<file path="src/rtl/operand_fetch_seq_if.sv">
// Bus bundle between the operand fetch sequencer and its environment:
// mux select/data path, operand registers and transaction status.
interface operand_fetch_seq_if #(
  parameter int WIDTH = 8
);
  // Handshake: START is accepted only on an edge where the sequencer is idle
  // (no ready signal, caller watches BUSY/DONE); DONE pulses for one cycle.
  logic             START;
  logic [2:0]       MASK;
  logic [WIDTH-1:0] D;
  logic [1:0]       S;
  logic [WIDTH-1:0] R1;
  logic [WIDTH-1:0] R2;
  logic [WIDTH-1:0] R3;
  logic [2:0]       CAPT;
  logic             BUSY;
  logic             DONE;
  logic [1:0]       DBG_STATE;

  modport master (
    output START, MASK, D,
    input  S, R1, R2, R3, CAPT, BUSY, DONE, DBG_STATE
  );

  modport slave (
    input  START, MASK, D,
    output S, R1, R2, R3, CAPT, BUSY, DONE, DBG_STATE
  );
endinterface

</file>
<file path="src/rtl/operand_fetch_seq.sv">
// Operand fetch sequencer: steps a 3:1 bus mux through the masked inputs,
// holds each select for SETTLE+1 cycles and latches the bus into R1..R3.
module operand_fetch_seq #(
  parameter int WIDTH  = 8,
  parameter int SETTLE = 1
) (
  input logic                CLK,
  input logic                RST,
  operand_fetch_seq_if.slave bus
);

  typedef enum logic [1:0] {
    ST_IDLE  = 2'd0,
    ST_FETCH = 2'd1,
    ST_FIN   = 2'd2
  } state_t;

  localparam logic [3:0] SETTLE_CNT = 4'(SETTLE);

  state_t           r_state;
  logic [2:0]       r_mask;
  logic [3:0]       r_cnt;
  logic [1:0]       r_idx;
  logic [1:0]       r_s;
  logic             r_busy;
  logic             r_done;
  logic [WIDTH-1:0] r_r1;
  logic [WIDTH-1:0] r_r2;
  logic [WIDTH-1:0] r_r3;
  logic [2:0]       r_capt;

  logic [2:0]       w_rem;
  logic [1:0]       w_next_idx;
  logic [1:0]       w_start_idx;

  function automatic logic [1:0] low_idx(input logic [2:0] m);
    if (m[0])      return 2'd0;
    else if (m[1]) return 2'd1;
    else           return 2'd2;
  endfunction

  // Mask left after retiring the operand currently on the bus.
  always_comb begin
    w_rem       = r_mask & ~(3'b001 << r_idx);
    w_next_idx  = low_idx(w_rem);
    w_start_idx = low_idx(bus.MASK);
  end

  always_ff @(posedge CLK) begin
    if (RST) begin
      r_state <= ST_IDLE;
      r_mask  <= '0;
      r_cnt   <= '0;
      r_idx   <= '0;
      r_s     <= '0;
      r_busy  <= 1'b0;
      r_done  <= 1'b0;
      r_r1    <= '0;
      r_r2    <= '0;
      r_r3    <= '0;
      r_capt  <= '0;
    end else begin
      r_done <= 1'b0;
      case (r_state)
        ST_IDLE: begin
          r_s    <= '0;
          r_busy <= 1'b0;
          if (bus.START) begin
            r_mask <= bus.MASK;
            r_capt <= '0;
            if (bus.MASK == 3'b000) begin
              r_state <= ST_FIN;
              r_done  <= 1'b1;
            end else begin
              r_state <= ST_FETCH;
              r_idx   <= w_start_idx;
              r_s     <= w_start_idx + 2'd1;
              r_cnt   <= SETTLE_CNT;
              r_busy  <= 1'b1;
            end
          end
        end

        ST_FETCH: begin
          if (r_cnt != 4'd0) begin
            r_cnt <= r_cnt - 4'd1;
          end else begin
            case (r_idx)
              2'd0:    r_r1 <= bus.D;
              2'd1:    r_r2 <= bus.D;
              default: r_r3 <= bus.D;
            endcase
            r_capt <= r_capt | (3'b001 << r_idx);
            r_mask <= w_rem;
            if (w_rem != 3'b000) begin
              r_idx <= w_next_idx;
              r_s   <= w_next_idx + 2'd1;
              r_cnt <= SETTLE_CNT;
            end else begin
              r_state <= ST_FIN;
              r_s     <= '0;
              r_busy  <= 1'b0;
              r_done  <= 1'b1;
            end
          end
        end

        ST_FIN: begin
          r_state <= ST_IDLE;
        end

        default: begin
          r_state <= ST_IDLE;
          r_s     <= '0;
          r_busy  <= 1'b0;
        end
      endcase
    end
  end

  assign bus.S         = r_s;
  assign bus.R1        = r_r1;
  assign bus.R2        = r_r2;
  assign bus.R3        = r_r3;
  assign bus.CAPT      = r_capt;
  assign bus.BUSY      = r_busy;
  assign bus.DONE      = r_done;
  assign bus.DBG_STATE = r_state;

endmodule
</file>
<file path="src/flat_wrapper.sv">
// flat-port wrapper written by rule: the top's interface ports become plain ports
module operand_fetch_seq_flat 
#(
  parameter int WIDTH  = 8,
  parameter int SETTLE = 1
)
  (CLK, RST, bus_START, bus_MASK, bus_D, bus_S, bus_R1, bus_R2, bus_R3, bus_CAPT, bus_BUSY, bus_DONE, bus_DBG_STATE);
  operand_fetch_seq_if #(.WIDTH(WIDTH)) bus_i ();
  input logic CLK;
  input logic RST;
  input wire logic [$bits(bus_i.START)-1:0] bus_START;
  input wire logic [$bits(bus_i.MASK)-1:0] bus_MASK;
  input wire logic [$bits(bus_i.D)-1:0] bus_D;
  output wire logic [$bits(bus_i.S)-1:0] bus_S;
  output wire logic [$bits(bus_i.R1)-1:0] bus_R1;
  output wire logic [$bits(bus_i.R2)-1:0] bus_R2;
  output wire logic [$bits(bus_i.R3)-1:0] bus_R3;
  output wire logic [$bits(bus_i.CAPT)-1:0] bus_CAPT;
  output wire logic [$bits(bus_i.BUSY)-1:0] bus_BUSY;
  output wire logic [$bits(bus_i.DONE)-1:0] bus_DONE;
  output wire logic [$bits(bus_i.DBG_STATE)-1:0] bus_DBG_STATE;
  assign bus_i.START = bus_START;
  assign bus_i.MASK = bus_MASK;
  assign bus_i.D = bus_D;
  assign bus_S = bus_i.S;
  assign bus_R1 = bus_i.R1;
  assign bus_R2 = bus_i.R2;
  assign bus_R3 = bus_i.R3;
  assign bus_CAPT = bus_i.CAPT;
  assign bus_BUSY = bus_i.BUSY;
  assign bus_DONE = bus_i.DONE;
  assign bus_DBG_STATE = bus_i.DBG_STATE;
  operand_fetch_seq #(.WIDTH(WIDTH), .SETTLE(SETTLE)) u_core (.CLK(CLK), .RST(RST), .bus(bus_i));
endmodule
</file>
<file path="config.mk">
export PLATFORM = sky130hd
export DESIGN_NAME = operand_fetch_seq_flat
export DESIGN_NICKNAME = d
export VERILOG_FILES = /design/src/rtl/operand_fetch_seq_if.sv /design/src/rtl/operand_fetch_seq.sv /design/src/flat_wrapper.sv
export SDC_FILE = /design/constraint.sdc
export NUM_CORES = 1
export LEC_CHECK = 0
export ABC_CLOCK_PERIOD_IN_PS = 1700
export CAP_MARGIN = 0
export CORE_MARGIN = 1.5
export CORE_UTILIZATION = 43
export DETAILED_ROUTE_END_ITERATION = 7
export PLACE_DENSITY = 0.74
export SETUP_SLACK_MARGIN = 0.05
export SYNTH_ARGS = -nofsm -noshare
export SYNTH_HDL_FRONTEND = slang
export SYNTH_SLANG_ARGS = --single-unit
</file>
<file path="constraint.sdc">
create_clock -name CLK -period 1.7 [get_ports CLK]
set_clock_uncertainty 0.1 [all_clocks]
set_input_delay 0.34 -clock CLK [delete_from_list [all_inputs] [get_ports CLK]]
set_output_delay 0.34 -clock CLK [all_outputs]
set_load 0.02 [all_outputs]
</file>
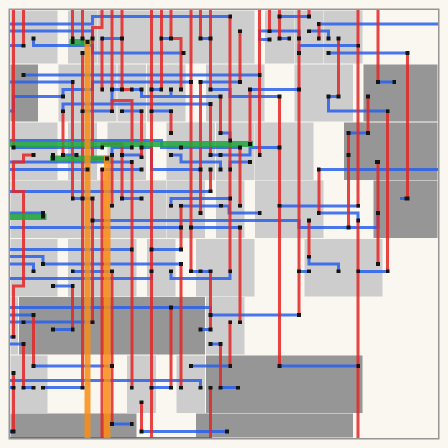
Fig. 1. Layout detail (run 1).
Region (41, 7) to (61, 27) um. Cells in gray, sequential cells in the stronger gray; small squares are vias.
| layer | color |
|---|---|
| metal 1 | blue |
| metal 3 | green |
| metal 2 | red |
| metal 4 | orange |
cells with their middle in the window: 32
sequential cells in the window: 3
most frequent: nor2_1 (5), buf_4 (5)

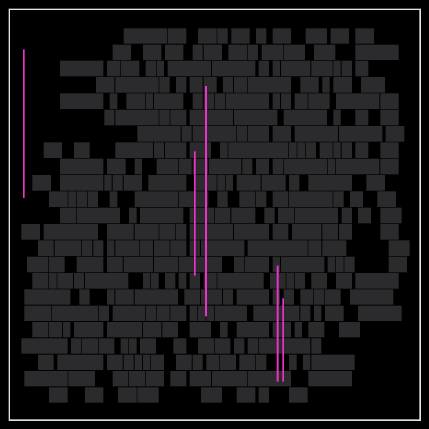
Fig. 2. The metal 4 layer (run 1).
(6 px per um)
share of all routed wire: 2.0%
nets with wire on the layer: 5
longest straight run: 38.1 um
main direction: vertical
wire length on this layer: 116 um

==> run_results.csv, run 1 <==
group,metric,value,unit
floorplan,top_level_ports,47,
sta,final_critical_path_setup_slack,-0.0524,ns
logic_synthesis,synth_area_per_cell,8.06,sq um
logic_synthesis,common_cells,"dfxtp_1, a21oi_1, nand2_1, nor2_1, nand3_1",
critical_path,path_max_fanout,8,
finish,design.final.nets,325,
sta,setup_viol_count_final,26,
cts,htreeDepth,2,
global_routing,track_usage,0.236,
floorplan,dieHeight,68.2,um
logic_synthesis,synth_top_area_share,0.459,
finish,final_layout_size_suffix_gt1_frac,0.361,
logic_synthesis,syn_area,1830,sq um
sta,timing_hold_violations_final,0,
logic_synthesis,syn_inst,227,
cts,clock_sink_count,42,
logic_synthesis,yosysMostFrequentCell,"dfxtp_1",
worst_hold_path,worst_hold_path_type,"flop to flop",
logic_synthesis,synth.distinct_cells,36,
floorplan,row_count,23,
sta,tightestPinTransition,0.606,ns
placed_design,place.gp.congestion,0.824,
run_status,status,"finished with violations",
finish,antenna_cells_inserted,0,
logic_synthesis,synth_top_cell_by_area,"dfxtp_1",
detailed_routing,drt-wirelength-per-cell,15.8,um
logic_synthesis,edf_count,0,
logic_synthesis,synth_flop_count,42,
logic_synthesis,ys_async_sr_fraction,0,
sta,setup_repair_after_global_routing_missed_its_margin,"yes",
detailed_routing,post_drt_via_cell_ratio,5.52,
sta,worst_hold_slack,0.358,ns
critical_path,cp_data_required_time,1.78,ns
cts,cts-root-to-sink-buffers,2,
global_routing,grt_antenna_before_repair,0,
global_routing,grt_pass1_vias,1709,
detailed_routing,total_vias_in_the_final_route,1986,
sta,finalSetupTns,-0.821,ns
floorplan,floorplan.core_util,0.451,
detailed_routing,drtIter0Drc,129,
floorplan,core_region_area,4060,sq um
placed_design,placedInstanceArea,2550,sq um
placed_design,count_of_input_and_output_buffers,46,
critical_path,endpoint_kind,"flop",
run_status,violated_checks,"negative setup slack",
global_routing,grt_first_pass_wirelength,8070,um
cts,tritoncts.num_buffers,5,
global_routing,grt_start_max_net_pins,21,
critical_path,worst_setup_path_start_kind,"flop",
power,ir_drop,508,uV
logic_synthesis,top_cells_by_area,"dfxtp_1, a21oi_1, nand2_1",
floorplan,fp.dieArea,4660,sq um
cts,clock_tree_from_tritoncts,"built",
sta,worst_slew_margin_rel,0.595,
finish,area_growth,63.6,%
critical_path,worstSetupPathType,"flop to flop",
job,cap_violations,0,
sta,clock.fmax,571,MHz
detailed_routing,detail_route.first_pass.iterations,4,
cts,path_clk_slew,0.08,ns
logic_synthesis,synthesis.nets,243,
critical_path,worst_ep_arrival_time,1.83,ns
placed_design,pre_cts_slack,-0.261,ns
power,power_density,856,nW/um^2
detailed_routing,postRouteWirelength,5700,um
logic_synthesis,ys_seq_share,0.459,
detailed_routing,detail_route.drc_violations,0,
job,warnings,29,
cts,cts.root.buffer_cell,"clkbuf_8",
detailed_routing,route.antenna.remaining_nets,0,
sta,final_critical_path_time_including_i_o_delays_and_setup,1.75,ns
sta,final_max_slew_viol_count,0,
logic_synthesis,synth.yosys.num_cells,227,
floorplan,die_w,68.2,um
power,leakage_power,1.24,nW
finish,layout.filler_cells,277,
logic_synthesis,synth.yosys.warnings,0,
logic_synthesis,yosys_area,1830,sq um
logic_synthesis,synth-main-ff-cell,"dfxtp_1",
finish,post-route-cell-area,2990,sq um
global_routing,globalRouteOverflowTotal,0,
placed_design,dp_hpwl,3460,um
sta,period_used_share,1.03,
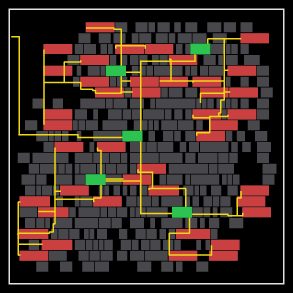
Fig. 3. Clock distribution (run 1).
(4 px per um)
[clock wires] yellow | length: 479 um
[flip-flops] red | count: 42
[clock drivers] green | count: 5
flops lie: spread over the die
routed clock nets: 6
clock insertion delay at the later pin of the skew report: 0.29 ns
Clock power frac: 0.257
Power Clock: 0.000658 W

-- run 1: power by group --
group / switching [W] / internal [W]
clock network: 0.000330 / 0.000328
registers: 0.0000600 / 0.00104
logic: 0.000423 / 0.000381
-- run 1: worst paths after layout --
kind              depth (start not counted)          endpoint        startpoint  slack, ns
hold reg to reg                           2  u_core.bus.R3[3]  u_core.bus.R3[3]       0.36
setup / recovery                          9  u_core.bus.R3[2]   u_core.r_cnt[1]      -0.05
hold / removal                            2  u_core.bus.R3[3]  u_core.bus.R3[3]       0.36
setup reg to reg                          9  u_core.bus.R3[2]   u_core.r_cnt[1]      -0.05
-- run 1: metal layers --
layer  vias to the layer above  share of wire  track usage
li1                        949              -            -
met4                         0          0.020       0.0900
met5                         -              0            0
met3                        13          0.041       0.0559
met1                       965           0.45        0.314
met2                        59           0.49        0.370
-- run 1: critical path: stages (launching register included) --
cell	delay, ns
dfxtp_2	0.33
inv_2	0.07
ha_4	0.12
or3b_4	0.39
nor2_4	0.11
buf_12	0.15
buf_6	0.12
nand2_8	0.08
nand2_4	0.08
a21oi_1	0.06
-- run 1: cells in the final DEF, fill, tap and decap left out, types with 2 or more instances in the layout --
cell             synthesis  final
clkdlybuf4s50_1          0     13
or3_1                    3      3
nor2b_1                  2      2
nand2_2                  3     15
a21oi_2                  0      7
clkbuf_8                 0      6
buf_4                    1     33
nor2_2                   1      2
dlygate4sd2_1            0     32
nand3_2                  0      3
nand2_1                 40     23
nand3_1                 16     11
inv_1                    6      4
dfxtp_1                 42     36
o21ai_0                  3      3
inv_2                    0      2
a21oi_1                 40     32
buf_6                    0      4
nor3_1                  10      8
nor2_1                  17     14
o21a_1                   5      4
dfxtp_2                  0      5
nand2_8                  0      2
buf_12                   0      2
nand2_4                  0      3
o21ai_1                  5      4
nand3_4                  0      2
nor3_2                   2      3
nor2_4                   0      2
-- run 1: state kept, by name, indices dropped and copies added, names as in the netlist --
register and flops:
u_core.bus.R1 8, u_core.bus.R2 8, u_core.bus.R3 8, u_core.r_cnt 4
u_core.bus.CAPT 3, u_core.r_mask 3, u_core.bus.DBG_STATE 2, u_core.bus.S 2
u_core.r_idx 2, u_core.bus.BUSY 1, u_core.bus.DONE 1
-- run 1: area by class of cell --
type                    instances  area (sq um)  area share
multi-input cells             167          1170       0.390
flip-flops and latches         42           851       0.284
repair buffers                 87           798       0.267
clock buffers                   7          86.3      0.0288
well taps                      50          62.6      0.0209
inverters                       6          22.5     0.00752
clock inverters                 1          5.00     0.00167
-- run 1: kinds of logic (layout without fill, tap and decap cells) --
group	Yosys count	count (layout)	synth area share
and+or+nand+nor	100	100	0.257
AOI/OAI and AO/OA	65	65	0.227
DFF	42	42	0.459
buffers and inverters	18	101	0.0431
adders and majority gates	2	2	0.0137
-- run 1: metrics by stage --
stage,power (W),cells,utilization
global placement,0.00171,341,0.629
CTS,0.00243,354,0.672
detailed placement,0.00172,341,0.629
floorplan,0.00144,227,-
finish,0.00256,360,0.738
global route,0.00268,360,0.738
-- run 1: timing repair --
action                     CTS  global route
gates cloned                 1             0
buffers inserted             4             7
setup endpoints to repair   68            40
hold buffers                 0             0
gates resized               51            56
pin swaps                   11            31
--- run 2 (diff from run 1) ---
--- a/config.mk
+++ b/config.mk
@@ -8,9 +8,10 @@
 export ABC_CLOCK_PERIOD_IN_PS = 1700
 export CAP_MARGIN = 0
 export CORE_MARGIN = 1.5
-export CORE_UTILIZATION = 43
+export CORE_UTILIZATION = 55
 export DETAILED_ROUTE_END_ITERATION = 7
-export PLACE_DENSITY = 0.74
+export DONT_BUFFER_PORTS = 1
+export PLACE_DENSITY = 0.73
 export SETUP_SLACK_MARGIN = 0.05
 export SYNTH_ARGS = -nofsm -noshare
 export SYNTH_HDL_FRONTEND = slang
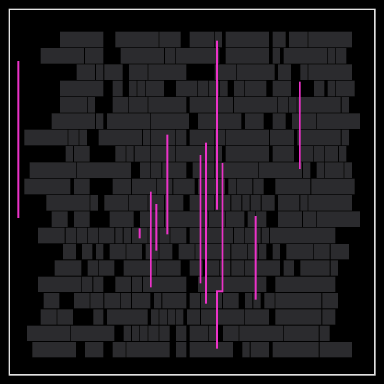
Fig. 4. The metal 4 layer (run 2).
(6 px per um)
main direction: vertical
nets with wire on the layer: 11

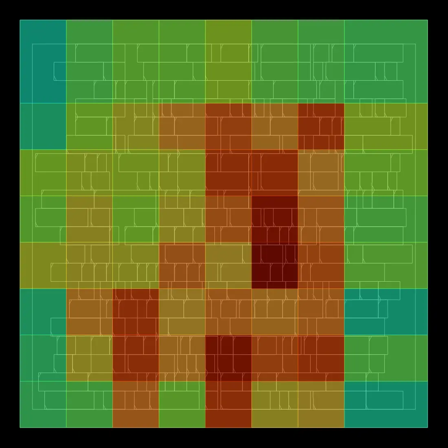
Fig. 5. Track usage over the die (run 2).
most used routing layer in global routing: met2
final routed wire length divided by cell count: 20.2 um
global routing met3 resource utilization: 0.0746
global routing usage on met1: 0.363
Tot GR Track Use: 0.258

==> run 2 against run 1 <==
  * The run ends with negative hold slack, negative setup slack left
  * Sequential power is 4% higher
  * Total power is 5.0% lower
  * Wire length is 4.9% higher
==> run_results.csv, run 2 <==
group,metric,value,unit
detailed_routing,route.antenna.remaining_nets,0,
sta,clock.fmax,553,MHz
critical_path,path_max_fanout,8,
critical_path,worst_setup_path_start_kind,"flop",
finish,area_growth,37.5,%
power,leakage_power,0.836,nW
sta,final_critical_path_setup_slack,-0.110,ns
logic_synthesis,syn_area,1830,sq um
worst_hold_path,worst_hold_path_type,"input pin to flop",
logic_synthesis,synth.yosys.num_cells,227,
power,ir_drop,600,uV
power,p_sw_frac,0.326,
sta,timing_hold_violations_final,37,
floorplan,fp.dieArea,3680,sq um
logic_synthesis,synth_top_cell_by_area,"dfxtp_1",
logic_synthesis,ys_seq_share,0.459,
detailed_routing,drtIter0Drc,154,
run_status,violated_checks,"negative hold slack, negative setup slack",
logic_synthesis,synth.distinct_cells,36,
power,pwr-share-clk,0.269,
cts,clock_tree_from_tritoncts,"built",
placed_design,place.gp.congestion,0.893,
cts,path_clk_slew,0.14,ns
critical_path,cp_data_required_time,1.86,ns
cts,cts-root-to-sink-buffers,2,
placed_design,dp_hpwl,3140,um
cts,htreeDepth,2,
cts,cts.root.buffer_cell,"clkbuf_4",
logic_synthesis,common_cells,"dfxtp_1, a21oi_1, nand2_1, nor2_1, nand3_1",
finish,post-route-cell-area,2520,sq um
detailed_routing,post_drt_via_cell_ratio,6.41,
power,power_report.internal_total,0.00164,W
power,power.net_switching,0.000794,W
global_routing,grt_first_pass_wirelength,7130,um
global_routing,globalRouteOverflowTotal,0,
job,warnings,31,
logic_synthesis,yosysMostFrequentCell,"dfxtp_1",
sta,worst_hold_slack,-0.0672,ns
critical_path,path_cells,"inv_2, ha_4, or3b_4, nor2_4, buf_6, buf_6, nand2_8, nand2_1, a21oi_1",
detailed_routing,detail_route.drc_violations,0,
logic_synthesis,synthesis.nets,243,
logic_synthesis,synth_top_area_share,0.459,
critical_path,worstSetupPathType,"flop to flop",
detailed_routing,total_vias_in_the_final_route,1897,
sta,setup_viol_count_final,21,
sta,final_critical_path_time_including_i_o_delays_and_setup,1.81,ns
critical_path,library_cell_appearing_most_often_on_the_critical_path,"buf_6",
power,power.combinational.fraction,0.264,
logic_synthesis,synth_flop_count,42,
global_routing,grt_start_max_net_pins,42,
logic_synthesis,yosys_area,1830,sq um
critical_path,worst_ep_arrival_time,1.97,ns
sta,finalSetupTns,-1.07,ns
logic_synthesis,synth_area_per_cell,8.06,sq um
floorplan,dieHeight,60.7,um
logic_synthesis,synth.yosys.warnings,0,
logic_synthesis,top_cells_by_area,"dfxtp_1, a21oi_1, nand2_1",
floorplan,floorplan.core_util,0.590,
critical_path,cp_slowest_stage_delay,0.39,ns
sta,worst_slew_margin_rel,0.728,
sta,period_used_share,1.06,
power,power_density,967,nW/um^2
detailed_routing,detail_route.first_pass.iterations,5,
finish,final_layout_size_suffix_gt1_frac,0.429,
logic_synthesis,syn_inst,227,
finish,layout_top_cells_excl_fill_tap,"dfxtp_1, nand2_1, a21oi_1",
critical_path,critical_path.slowest_cell,"or3b_4",
critical_path,timing.critical_path.max_delay_family,"simple AND/OR/NAND/NOR gates",
finish,antenna_cells_inserted,0,
global_routing,grt_antenna_before_repair,0,
finish,postLayoutCoreUtil,0.811,
job,cap_violations,0,
sta,setup_repair_after_global_routing_missed_its_margin,"yes",
placed_design,count_of_input_and_output_buffers,0,
logic_synthesis,edf_count,0,
floorplan,top_level_ports,47,
power,seqPwrFrac,0.467,
sta,final_max_slew_viol_count,0,
critical_path,path_buffers,3,
cts,tritoncts.num_buffers,5,
floorplan,row_count,20,
placed_design,dpl.cell_count,276,
critical_path,endpoint_kind,"flop",
detailed_routing,postRouteWirelength,5980,um
finish,layout.filler_cells,192,
finish,final-instance-count-excl-fill,296,
run_status,status,"finished with violations",
floorplan,core_region_area,3100,sq um
floorplan,die_w,60.7,um
placed_design,placedInstanceArea,1970,sq um
cts,clock_sink_count,42,
sta,tightestPinTransition,0.404,ns
cts,clock_insertion_delay_at_the_later_pin_of_the_skew_report,0.35,ns
run 2: cell counts after synthesis:
Identical to the previous run, type by type.
run 2: power groups by stage:
| stage | sequential [W] | combinational, W | clock (W) |
|---|---|---|---|
| floorplan | 0.00114 | 0.000303 | 0 |
| global placement | 0.00115 | 0.000395 | 0 |
| detailed placement | 0.00115 | 0.000409 | 0 |
| CTS | 0.00113 | 0.000520 | 0.000659 |
| global route | 0.00114 | 0.000675 | 0.000702 |
| finish | 0.00114 | 0.000643 | 0.000654 |
run 2: stage by stage:
stage / power [W] / worst slack (ns)
floorplan: 0.00144 / 0.0571
global placement: 0.00154 / 0.00149
detailed placement: 0.00156 / -0.110
CTS: 0.00231 / -0.0549
global route: 0.00252 / -0.163
finish: 0.00243 / -0.110
run 2: metal layers:
layer,track usage,part of all wire,wire [um],vias to the layer above
met1,0.363,0.38,2290,900
met3,0.0746,0.11,630,23
met2,0.384,0.48,2850,136
li1,-,-,-,838
met5,0,0,0,-
met4,0.0776,0.034,201,0
run 2: worst paths after layout:
path                     from          endpoint  slack, ns  cells after the start
min reg2reg  u_core.bus.R2[0]  u_core.bus.R2[0]       0.46                      2
max reg2reg   u_core.r_cnt[1]  u_core.bus.R3[1]      -0.11                      9
min                       RST  u_core.bus.R1[7]      -0.07                      1
max           u_core.r_cnt[1]  u_core.bus.R3[1]      -0.11                      9
run 2: cells by family after synthesis:
group	Yosys count	share of synthesized area
compound gates	65	0.227
fa+ha+maj	2	0.0137
buf+inv	18	0.0431
flops	42	0.459
simple gates	100	0.257
run 2: timing repair:
| item | in CTS | in global routing |
|---|---|---|
| pin swaps | 20 | 40 |
| endpoints found under the hold margin | 37 | 37 |
| resized | 28 | 60 |
| cloned | 1 | 1 |
| buffers inserted | 8 | 3 |
| setup endpoints to repair | 35 | 40 |
run 2: layout make-up:
| class | count | area, sq um | area share |
|---|---|---|---|
| Clock inverter | 3 | 43.8 | 0.0174 |
| Multi-Input combinational cell | 167 | 1230 | 0.491 |
| Timing Repair Buffer | 29 | 277 | 0.110 |
| Sequential cell | 42 | 847 | 0.336 |
| Tap cell | 44 | 55.1 | 0.0219 |
| Clock buffer | 5 | 37.5 | 0.0149 |
| Inverter | 6 | 22.5 | 0.00895 |
--- run 3 (diff from run 2) ---
--- a/config.mk
+++ b/config.mk
@@ -7,11 +7,13 @@
 export LEC_CHECK = 0
 export ABC_CLOCK_PERIOD_IN_PS = 1700
 export CAP_MARGIN = 0
+export CELL_PAD_IN_SITES_DETAIL_PLACEMENT = 0
+export CELL_PAD_IN_SITES_GLOBAL_PLACEMENT = 1
 export CORE_MARGIN = 1.5
-export CORE_UTILIZATION = 55
+export CORE_UTILIZATION = 40
 export DETAILED_ROUTE_END_ITERATION = 7
 export DONT_BUFFER_PORTS = 1
-export PLACE_DENSITY = 0.73
+export PLACE_DENSITY_LB_ADDON = 0.1
 export SETUP_SLACK_MARGIN = 0.05
 export SYNTH_ARGS = -nofsm -noshare
 export SYNTH_HDL_FRONTEND = slang
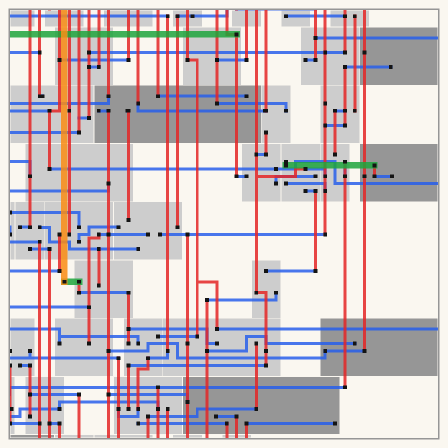
Fig. 6. Layout detail (run 3).
Region (43, 8) to (63, 28) um. Cells in gray, sequential cells in the stronger gray; small squares are vias.
| layer | color |
|---|---|
| metal 3 | green |
| metal 2 | red |
| metal 1 | blue |
| metal 4 | orange |
sequential cells in the window: 3
netlist names of flops here include: u_core.r_idx (2), u_core.bus.S (1)
cells with their middle in the window: 24
most frequent: buf_4 (5), nand2_1 (3), a21oi_1 (3)

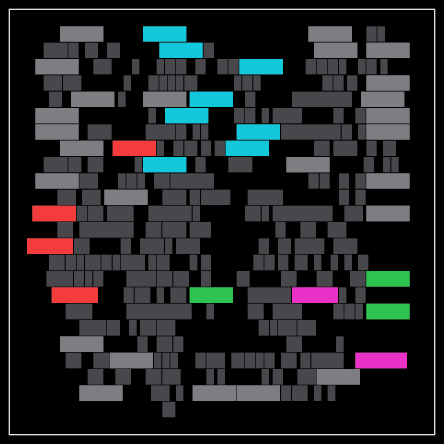
Fig. 7. Register map, names as in the netlist (run 3).
(6 px per um) Other sequential cells in the stronger gray, the rest of the logic in the fainter gray.
| signal | color | flops |
|---|---|---|
| u_core.r_cnt | red | 4 |
| u_core.bus.R3 | cyan | 8 |
| u_core.r_idx | magenta | 2 |
| u_core.r_mask | green | 3 |
not colored: 25

==> run 3 against run 2 <==
  * The run ends with negative setup slack left
  * Total power rose by 2.4%
  * Synthesized cell count did not move
  * Area after synthesis did not move
  * Clock power rose by about 20%
  * Cell area fell by 6.0%
  * Final cell count rose by 1.7%
  * Wire length fell by 15%
  * Critical path type unchanged
  * Largest power group unchanged
==> run_results.csv, run 3 <==
group,metric,value,unit
finish,postLayoutCoreUtil,0.540,
logic_synthesis,edf_count,0,
run_status,violated_checks,"negative setup slack",
logic_synthesis,synth_top_cell_by_area,"dfxtp_1",
logic_synthesis,synth.distinct_cells,36,
power,power_density,1050,nW/um^2
cts,clock_tree_from_tritoncts,"built",
floorplan,top_level_ports,47,
finish,design.final.nets,264,
detailed_routing,detail_route.first_pass.iterations,4,
detailed_routing,route.antenna.remaining_nets,0,
finish,post-route-cell-area,2370,sq um
detailed_routing,drt-wirelength-per-cell,16.8,um
logic_synthesis,syn_inst,227,
critical_path,timing.reg2reg.worst_path_depth,9,
global_routing,grt_pass1_vias,1630,
cts,htreeDepth,2,
logic_synthesis,yosys_area,1830,sq um
critical_path,regToRegEndpoint,"u_core.bus.R1[3]",
sta,clock.fmax,573,MHz
finish,layout_top_cells_excl_fill_tap,"dfxtp_1, a21oi_1, nand2_1",
logic_synthesis,ys_async_sr_fraction,0,
global_routing,globalRouteOverflowTotal,0,
critical_path,cp_data_required_time,1.79,ns
floorplan,core_region_area,4380,sq um
global_routing,track_usage,0.206,
floorplan,fp.dieArea,4990,sq um
logic_synthesis,synth.area.mux_share,0,
cts,clock_insertion_delay_at_the_later_pin_of_the_skew_report,0.29,ns
critical_path,regToRegSetupSlack,-0.04,ns
power,ir_drop,522,uV
placed_design,pre_cts_slack,-0.134,ns
placed_design,place.gp.congestion,0.795,
detailed_routing,drtIter0Drc,147,
worst_hold_path,min_path_cells,1,
sta,setup_repair_after_global_routing_missed_its_margin,"yes",
finish,antenna_cells_inserted,0,
global_routing,grt_first_pass_wirelength,8120,um
finish,final_layout_size_suffix_gt1_frac,0.309,
worst_hold_path,hold_path.startpoint,"RST",
detailed_routing,detail_route.drc_violations,0,
critical_path,worstSetupPathType,"flop to flop",
logic_synthesis,yosysMostFrequentCell,"dfxtp_1",
global_routing,grt_start_max_net_pins,42,
sta,final_max_slew_viol_count,0,
logic_synthesis,topCombFamilyByArea,"simple AND/OR/NAND/NOR gates",
logic_synthesis,synth.yosys.warnings,0,
finish,area_growth,29.3,%
power,leakage_power,0.843,nW
job,cap_violations,0,
logic_synthesis,synth-main-ff-cell,"dfxtp_1",
logic_synthesis,common_cells,"dfxtp_1, a21oi_1, nand2_1, nor2_1, nand3_1",
worst_hold_path,hold-path-endpoint,"u_core.bus.R1[1]",
cts,clock_sink_count,42,
cts,cts.root.buffer_cell,"clkbuf_8",
logic_synthesis,synth_top_area_share,0.459,
sta,tightestPinTransition,0.416,ns
logic_synthesis,simple_gate_share,0.257,
placed_design,count_of_input_and_output_buffers,0,
logic_synthesis,synth.yosys.num_cells,227,
sta,timing_hold_violations_final,0,
sta,final_critical_path_setup_slack,-0.0439,ns
sta,worst_slew_margin_rel,0.722,
sta,setup_viol_count_final,24,
detailed_routing,postRouteWirelength,5070,um
logic_synthesis,ys_seq_share,0.459,
sta,final_critical_path_time_including_i_o_delays_and_setup,1.74,ns
cts,cts-root-to-sink-buffers,2,
logic_synthesis,synth_flop_count,42,
logic_synthesis,synth_compound_gate_area_share,0.227,
sta,worst_hold_slack,0.0169,ns
critical_path,path_max_fanout,8,
detailed_routing,post_drt_via_cell_ratio,5.60,
logic_synthesis,top_cells_by_area,"dfxtp_1, a21oi_1, nand2_1",
floorplan,die_w,70.7,um
sta,finalSetupTns,-0.666,ns
critical_path,r2r_start,"u_core.r_cnt[0]",
floorplan,dieHeight,70.7,um
worst_hold_path,worst_hold_path_type,"input pin to flop",
placed_design,placedInstanceArea,1980,sq um
logic_synthesis,synth_area_per_cell,8.06,sq um
finish,mostFrequentLayoutCell,"dfxtp_1",
logic_synthesis,adder_share,0.0137,
detailed_routing,total_vias_in_the_final_route,1686,
job,warnings,31,
cts,tritoncts.num_buffers,5,
floorplan,row_count,24,
cts,path_clk_slew,0.08,ns
run_status,status,"finished with violations",
critical_path,worst_ep_arrival_time,1.84,ns
logic_synthesis,synthesis.nets,243,
floorplan,floorplan.core_util,0.418,
global_routing,grt_antenna_before_repair,0,
sta,period_used_share,1.03,
critical_path,worst_setup_path_start_kind,"flop",
logic_synthesis,xor_share,0,
logic_synthesis,syn_area,1830,sq um
critical_path,endpoint_kind,"flop",
placed_design,dp_hpwl,3410,um
[run 3: layout make-up]
cell class                      instances  area (sq um)
Sequential cell                        42           848
Multi-Input combinational cell        167          1060
Clock buffer                            6          72.6
Clock inverter                          2          37.5
Tap cell                               52          65.1
Inverter                                6          22.5
Fill cell                             418          2020
Timing Repair Buffer                   26           263
[run 3: worst max-delay path, stage by stage, from the launching register on]
cell and delay (ns):
dfxtp_2 0.33, inv_2 0.08, ha_4 0.13, or3b_4 0.39, nor2_4 0.13, buf_6 0.12
buf_12 0.12, nand2_8 0.09, nand2_2 0.10, a21oi_2 0.05
[run 3: worst max-delay path by stage]
stage | start | to | slack [ns] | cells after the start
after floorplan | u_core.r_cnt[1] | u_core.bus.S[0] | 0.06 | 7
after global placement | u_core.r_cnt[1] | u_core.bus.R3[0] | -0.07 | 8
after detailed placement | u_core.r_cnt[1] | u_core.bus.R3[4] | -0.13 | 8
after CTS | u_core.r_cnt[0] | u_core.bus.CAPT[1] | -0.05 | 8
after global routing | u_core.r_cnt[0] | u_core.bus.R1[5] | -0.11 | 9
final | u_core.r_cnt[0] | u_core.bus.R1[3] | -0.04 | 9
[run 3: power by group]
group	switching, W	leakage, nW	total, W	internal (W)
Combinational	0.000307	0.449	0.000572	0.000265
Sequential	0.0000929	0.343	0.00113	0.00104
Clock	0.000349	0.0514	0.000787	0.000438
[run 3: cell families after synthesis]
kind of cell / Yosys count
compound gates: 65
fa+ha+maj: 2
buf+inv: 18
flops: 42
simple gates: 100
[run 3: metrics by stage]
step	power (W)	instances
6_report	0.00249	301
5_1_grt	0.00260	301
4_1_cts	0.00247	298
3_5_place_dp	0.00156	283
3_3_place_gp	0.00155	283
2_1_floorplan	0.00144	227
[run 3: metal layers]
layer	vias up	global-route usage	routed length [um]
li1	825	-	-
met2	49	0.322	2410
met4	0	0.0608	60
met1	806	0.276	2290
met3	6	0.0641	309
met5	-	0	0
[run 3: timing repair]
item | in CTS | in global routing
setup endpoints to repair | 35 | 39
resized | 31 | 19
cloned | 3 | 0
hold endpoints to repair | 10 | 11
pin swaps | 13 | 10
setup buffers | 4 | 4

## Gallery

Wiring by layer.
(6 px per um)
panel A
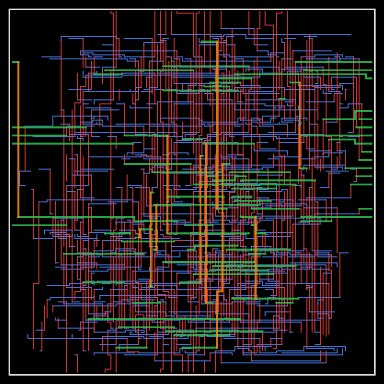
panel B
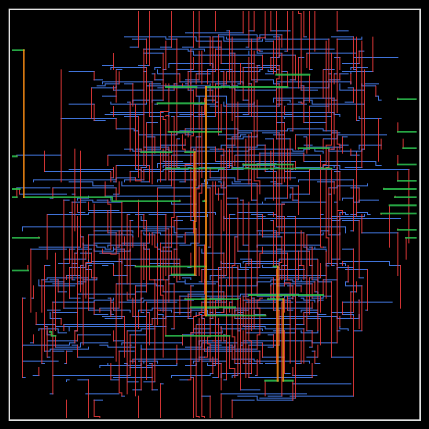
panel C
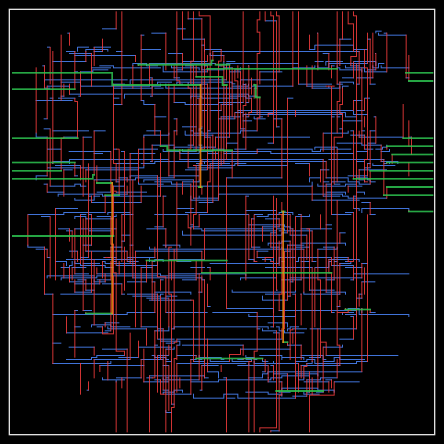
Panel C is run 3.
Panel A is run 2.
Panel B is run 1.
The one with the smallest die is panel A.

Key to panel C:
| layer | color | wire length |
|---|---|---|
| metal 3 | green | 309 um |
| metal 2 | red | 2410 um |
| metal 4 | orange | 60.5 um |
| metal 1 | blue | 2290 um |

Power is estimated from default activity; no workload was simulated.
